<file path="src/rtl/node_walker.sv">
// Graph neighbour walker: a flop-based adjacency table with a write port and a
// streaming traversal that emits a node's valid neighbours in ascending slot order.
module node_walker #(
    parameter int NODES = 26,
    parameter int DEG   = 4,
    parameter int IW    = 5,
    parameter int WW    = 2,
    parameter int NONE  = 30,
    parameter int SW    = $clog2(DEG),
    localparam int EW   = WW + IW,
    localparam int CW   = $clog2(DEG + 1)
) (
    input  logic          clk,
    input  logic          rst,
    input  logic          wr_en,
    input  logic [IW-1:0] wr_node,
    input  logic [SW-1:0] wr_slot,
    input  logic [EW-1:0] wr_data,
    input  logic          req_valid,
    output logic          req_ready,
    input  logic [IW-1:0] req_node,
    output logic          nb_valid,
    input  logic          nb_ready,
    output logic [IW-1:0] nb_id,
    output logic [WW-1:0] nb_weight,
    output logic [SW-1:0] nb_slot,
    output logic          nb_last,
    output logic [CW-1:0] nb_count,
    output logic          done,
    output logic          err
);
    typedef enum logic [1:0] {IDLE, EMIT, DONE} state_t;

    state_t        state_reg, state_next;
    logic [EW-1:0] tbl_reg  [NODES][DEG];
    logic [EW-1:0] snap_reg [DEG];
    logic [SW-1:0] slot_reg, slot_next;
    logic [CW-1:0] count_reg;
    logic          err_reg;

    logic          wr_ok, wr_node_ok, wr_slot_ok;
    logic          req_fire, req_ok, load_snap;
    logic [IW-1:0] row_sel;
    logic [DEG-1:0] row_valid, snap_valid;
    logic [SW-1:0] row_first, above_next;
    logic          row_any, has_above;
    logic [CW-1:0] row_cnt;

    function automatic logic ent_valid(input logic [IW-1:0] id);
        return (id != IW'(NONE)) && ({1'b0, id} < (IW+1)'(NODES));
    endfunction

    assign wr_node_ok = {1'b0, wr_node} < (IW+1)'(NODES);
    generate
        if (DEG == (1 << SW)) begin : g_slot_full
            assign wr_slot_ok = 1'b1;
        end else begin : g_slot_part
            assign wr_slot_ok = 32'(wr_slot) < DEG;
        end
    endgenerate
    assign wr_ok    = wr_node_ok & wr_slot_ok;
    assign req_fire = req_valid & (state_reg == IDLE);
    assign req_ok   = {1'b0, req_node} < (IW+1)'(NODES);
    assign row_sel  = req_ok ? req_node : '0;

    genvar gi;
    generate
        for (gi = 0; gi < DEG; gi++) begin : g_valid
            assign row_valid[gi]  = ent_valid(tbl_reg[row_sel][gi][IW-1:0]);
            assign snap_valid[gi] = ent_valid(snap_reg[gi][IW-1:0]);
        end
    endgenerate

    // Priority scans: lowest valid slot of the requested row, and the lowest
    // valid snapshot slot strictly above the one currently presented.
    always_comb begin
        row_first  = '0;
        row_any    = 1'b0;
        row_cnt    = '0;
        above_next = '0;
        has_above  = 1'b0;
        for (int s = DEG - 1; s >= 0; s--) begin
            if (row_valid[s]) begin
                row_first = SW'(s);
                row_any   = 1'b1;
            end
            if (snap_valid[s] && (s > int'(slot_reg))) begin
                above_next = SW'(s);
                has_above  = 1'b1;
            end
            row_cnt = row_cnt + CW'(row_valid[s]);
        end
    end

    always_comb begin
        state_next = state_reg;
        slot_next  = slot_reg;
        load_snap  = 1'b0;
        case (state_reg)
            IDLE: begin
                if (req_fire && req_ok) begin
                    load_snap = 1'b1;
                    if (row_any) begin
                        state_next = EMIT;
                        slot_next  = row_first;
                    end else begin
                        state_next = DONE;
                        slot_next  = '0;
                    end
                end
            end
            EMIT: begin
                if (nb_ready) begin
                    if (has_above) begin
                        slot_next = above_next;
                    end else begin
                        state_next = DONE;
                    end
                end
            end
            DONE:    state_next = IDLE;
            default: state_next = IDLE;
        endcase
    end

    always_ff @(posedge clk or posedge rst) begin
        if (rst) begin
            state_reg <= IDLE;
        end else begin
            state_reg <= state_next;
        end
    end

    // Snapshot reads the pre-edge table, so a same-cycle write never leaks in.
    always_ff @(posedge clk or posedge rst) begin
        if (rst) begin
            for (int n = 0; n < NODES; n++) begin
                for (int s = 0; s < DEG; s++) begin
                    tbl_reg[n][s] <= {{WW{1'b1}}, IW'(NONE)};
                end
            end
            for (int s = 0; s < DEG; s++) begin
                snap_reg[s] <= '0;
            end
            slot_reg  <= '0;
            count_reg <= '0;
            err_reg   <= 1'b0;
        end else begin
            if (wr_en && wr_ok) begin
                tbl_reg[wr_node][wr_slot] <= wr_data;
            end
            if (load_snap) begin
                for (int s = 0; s < DEG; s++) begin
                    snap_reg[s] <= tbl_reg[row_sel][s];
                end
                count_reg <= row_cnt;
            end
            slot_reg <= slot_next;
            err_reg  <= (wr_en & ~wr_ok) | (req_fire & ~req_ok);
        end
    end

    assign req_ready = (state_reg == IDLE);
    assign nb_valid  = (state_reg == EMIT);
    assign nb_id     = snap_reg[slot_reg][IW-1:0];
    assign nb_weight = snap_reg[slot_reg][EW-1:IW];
    assign nb_slot   = slot_reg;
    assign nb_last   = nb_valid & ~has_above;
    assign nb_count  = count_reg;
    assign done      = (state_reg == DONE);
    assign err       = err_reg;
endmodule

</file>
<file path="config.mk">
export PLATFORM = sky130hd
export DESIGN_NAME = node_walker
export DESIGN_NICKNAME = d
export VERILOG_FILES = /design/src/rtl/node_walker.sv
export SDC_FILE = /design/constraint.sdc
export NUM_CORES = 2
export LEC_CHECK = 0
export ABC_AREA = 1
export CAP_MARGIN = 25
export CORE_ASPECT_RATIO = 0.9
export CORE_UTILIZATION = 30
export CTS_CLUSTER_DIAMETER = 60
export DETAILED_ROUTE_END_ITERATION = 16
export SLEW_MARGIN = 10
export SYNTH_ARGS = -nofsm -noshare
export SYNTH_HDL_FRONTEND = slang
export SYNTH_SLANG_ARGS = --single-unit
</file>
<file path="constraint.sdc">
create_clock -name clk -period 23.3 [get_ports clk]
set_clock_uncertainty 0.05 [all_clocks]
set_input_delay 3.495 -clock clk [delete_from_list [all_inputs] [get_ports clk]]
set_output_delay 3.495 -clock clk [all_outputs]
set_load 0.02 [all_outputs]
</file>
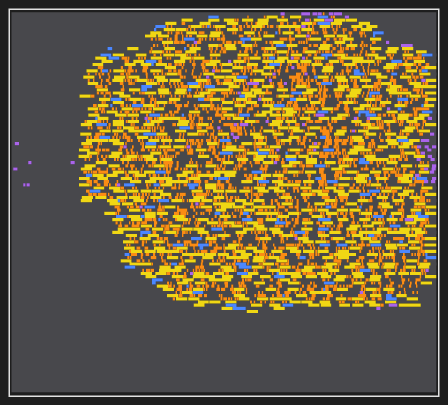
**Above:** placed cells, one color a class.
Fill, decap, tap and diode cells in gray.
- blue: clock drivers and dummy loads (cells 154)
- orange: remaining logic cells (cells 3,247)
- yellow: registers (cells 764)
- purple: remaining buffers and delay cells (cells 87)
number of placement rows: 120
proportion of cell area occupied by registers: 0.493
share of the core filled with cells: 0.339

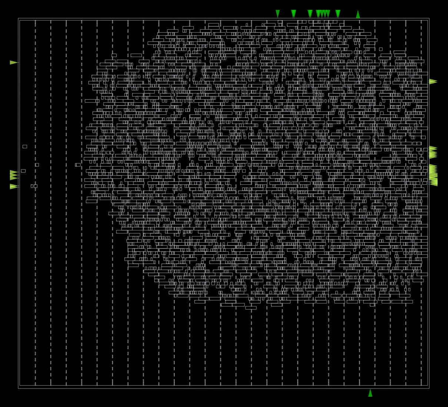
**Above:** placement view.
area of the core region: 119,000 um^2
number of filler instances in the final layout: 12,300
flip-flops: 764

==> summary.txt <==
Implementation numbers.

- The flow ran to the end, and the final reports show no timing, DRC or antenna violations.
- The count of unique library cells instantiated by Yosys is 36.
- Leaving out the clock tree, the finished layout contains a buffer count of a little under 90.
- TritonCTS built the clock tree.
- The static power due to leakage is 15.5 nW.
- STA classifies the critical path endpoint as a register.
- The OpenROAD warning count is 39.
- Once iteration 0 of detailed routing completed, the report listed 3,009 DRC markers.
- For this run the detailed placement stage logged an HPWL of 67,100 um.
- The kind of launch point of the worst setup path is an input port.
- After its last routability iteration, the placer logged a weighted congestion of 0.886.
- The met3 capacity usage during global routing is 0.0458.
- The pre-antenna-repair detailed-routing pass consisted of 5 iterations.
- The fraction of standard cell area in multi-input logic is 0.351.
- Yosys mapped a number of flops with a built-in enable equal to 0.
- The setup TNS after final layout is 0 ns.
- In this run, power in flip-flops and latches comes to 0.00159 W.
- The number of cells produced by synthesis is 4,358.
- The root buffer selected by CTS is sky130_fd_sc_hd__clkbuf_16.
- Data on the critical path arrives at its endpoint at 8.58 ns.
- The worst-case reg-to-reg setup slack stands at about 20 ns.
- The main power-consuming group is sequential cells.
- The worst hold margin is 0.428 ns.
- For the completed layout, the total cell area is recorded as 40,400 um^2.
- Sorting the synthesized cells by area gives the leading types as sky130_fd_sc_hd__dfstp_2 45%, sky130_fd_sc_hd__nand2_1 14%, sky130_fd_sc_hd__o21ai_0 12%.
- In this run the number of H-tree levels came out at 3.
- The most frequently used library cell after synthesis is sky130_fd_sc_hd__nand2_1.
- Of the synthesized area, sequential elements account for 0.551.
- The power report attributes to the clock group a share of 0.394.
- The worst stage delay on the critical path is 0.65 ns.
- The via density per instance is around 5.1.
- The worst vdd rail ir drop is 48.7 uV.
- The yosys warning tally is 0.
- The report counts max-capacitance violations totalling 0.
- The family of cells with the greatest summed delay on the critical path is simple AND/OR/NAND/NOR gates.
- The post-CTS setup buffer count is 0.
- The clock slew seen by the registers of the worst setup and hold paths is roughly 0.050 ns.
- The highest routed metal layer is met5.
- In the final layout, flip-flops and latches occupy 19,900 um^2.
- The slew at the pin with the worst max-slew slack is 1.16 ns.
- The area growth from synthesis to layout is 11.9%.
- The number of antenna violations at the first check in global routing came to 3.
- The combinational power is 0.000518 W.
- The pre-CTS setup slack is 14.64 ns.
- The synthesis-stage register bit count is about 760.
- Counting endpoints that fail hold in the final report gives 0.
- The layout cell share with drive strength beyond 1 is 0.197.
- Along the worst path, the maximum fanout reaches 191.
- After the last flow step, the layout net total stands at 4,212.
- After layout, the worst setup slack is 15.21 ns.
- Among the non-sequential cells, simple AND/OR/NAND/NOR gates take the most area.
- Of the total synthesized cell area, the portion taken by full adders, half adders and majority gates is 0.00125.
- Headroom to the max-slew limit came out at 0.228.
- The fraction of final cell area spent on clock buffers and inverters in this run is 0.0703.
- STA lists the startpoint of the worst hold path as tbl_reg[392].
- The instance count along the most critical hold path is 2.
- The first global-routing pass estimated 174,000 um of wire.
- The design draws around 0.0035 W.
- The origin of the critical flop-to-flop path is tbl_reg[46].
- The multiplexer share of the synthesized area is 0.00666.
- The dominant register cell is sky130_fd_sc_hd__dfstp_2.
- Ranked by total area, the top cell class in this layout is registers.
- The final critical delay including setup and external delays is between 8 and 9 ns.
- Gates resized during post-CTS repair numbered 0.
- The xor/xnor share of the synthesized area is 0.
- The most common library cell in the layout ignoring fill and taps is sky130_fd_sc_hd__nand2_1.
- The met1 wire length is between 50,000 and 60,000 um.
- The end point of the worst hold path is tbl_reg[392].
- Per the OpenROAD floorplan log, the height of the die is 331 um.
- The routed wire length on met2 is 48,000 um.
- For this design, the sink count on the clock tree is ~760.
- The simple-gate portion of the synthesized area is 0.217.
- Setup repair after global routing left no endpoint under its margin.
- The clock buffers instantiated in the layout total 127.
- The insertion delay of the later-clocked pin in the worst-skew pair is 0.66 ns.
- The final max-slew violation count is 0.
- Together, buffers and inverters on the worst path number 4.
- The clock network power reported by the tool is 0.00137 W.
- The number of signal-net inverters in the final layout is 171.
- The count of nets left with antenna violations once routing finished came out at 0.
- The register with the most flip-flops in the layout has 728 of them.
- The highest clock frequency the design can meet is roughly 0.12 GHz.
- The critical path class is input port to register.
- The share of the synthesized area in the top cell type is 0.454.
- The buffering overhead is 0.0207.
- The number of placed instances, taps included, is 5,683.
- The total cell area at the placement stage is between 30,000 and 40,000 um^2.
- The library cell contributing the largest single delay on the critical path is sky130_fd_sc_hd__buf_12.
- The maximum number of pins on one net before global-route repair is 192.
- The capture point of the critical path was reported as nb_count[1].
- The async set or reset register ratio after synthesis is 1.00.
- Per the GRT log, the top usage layer is met2.
- The share of total power dissipated in sequential elements is 0.457.
- The overflow left after global routing is 0.
- The cell accounting for the most synthesized area is sky130_fd_sc_hd__dfstp_2.
- The most critical setup path has its startpoint at req_node[4].
- The area of the chip is 122,000 um^2.
- The script computed the net switching share of total power as 0.285.
- The post-synthesis compound-gate area fraction is 0.165.
- Per the post-synthesis stats, the area per cell is ~8.3 um^2.
- The cell sequence reported for the critical path is clkdlybuf4s50_1, nand2_2, buf_4, nor2_2, nor2_4, buf_12, nand2_1, nand3_1, nand3_1, nand3_1, nand3_1, nand2_1, nand2_1, inv_2, nand2_2, fa_1, ha_1, ha_1, nand2_1, nand2_1.
- The number of non-filler instances in the completed layout is 5,840.
- The number of global-route vias before repair came to around 28,000.
- The count of buffers added on input and output ports is 40.
- The cell type with the highest occurrence count on the critical path is sky130_fd_sc_hd__nand2_1.
- At the floorplan stage, the core utilization is reported as 0.303.
- The share of power burned in combinational logic is 0.149.
- In this run the worst hold path is classified as register to register.
- The power density relative to cell area is approximately 86 nW/um^2.
- The DRC violation count after routing is 0.
- The internal power of the cells totals between 0.002 and 0.0025 W.
- After clock tree synthesis, the flow added hold-fix buffers numbering 0.
- For this run, global-route usage on met1 was measured as 0.262.
- Clock tree synthesis inserted a total of 85 buffers.
- Summing every instance area after synthesis gives 36,100 um^2.
- The overall die width is about 370 um.
- After synthesis, the most frequently instantiated cells are 1,329 x sky130_fd_sc_hd__nand2_1, 852 x sky130_fd_sc_hd__o21ai_0, 624 x sky130_fd_sc_hd__dfstp_2, 361 x sky130_fd_sc_hd__nand3_1, 259 x sky130_fd_sc_hd__clkbuf_1.
- The required time of the worst setup path is 23.79 ns.
- The net switching power of the design is roughly 0.00099 W.
- The routed design uses 9630 um of met3 wire.
- Dividing the final minimum period by the clock period gives 0.347.
- The total of endpoints with negative setup slack in the final report is 0.
- The floorplan report gives the top-level pin count as 41.
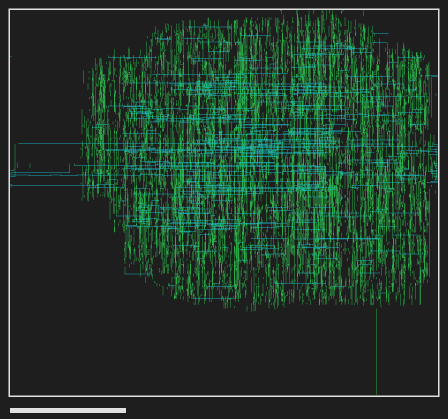
**Above:** routed metal, one color a layer.
The bar under the picture is 100 um long. Only two layers are drawn.
- cyan: M3 (wire length 9,630 um)
- green: M2 (wire length 48.0 mm)
Total Routing Usage GR: 0.183
WL per Instance: 19.3 um
via count: 30,000
routed wire length: 113,000 um

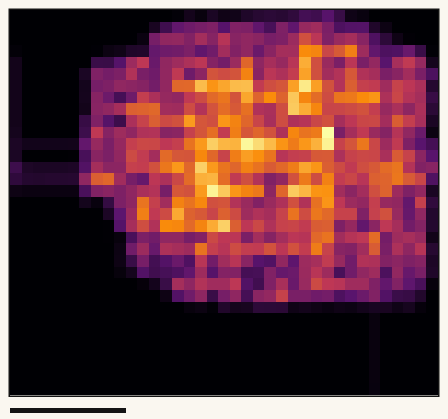
**Above:** wiring heat map.
The bar under the picture is 100 um long. 37 x 33 tiles, from black (low) to pale yellow (high), scaled to the fullest tile. Values are wire area over tile area, all layers added.
- nearly empty tiles: 38%
- emptiest ninth of the die: south-west
- fullest tile: 0.58
- densest ninth of the die: center
- tiles over half the peak: 22%

Power figures rest on the tool's default switching activity, not on a simulated workload.
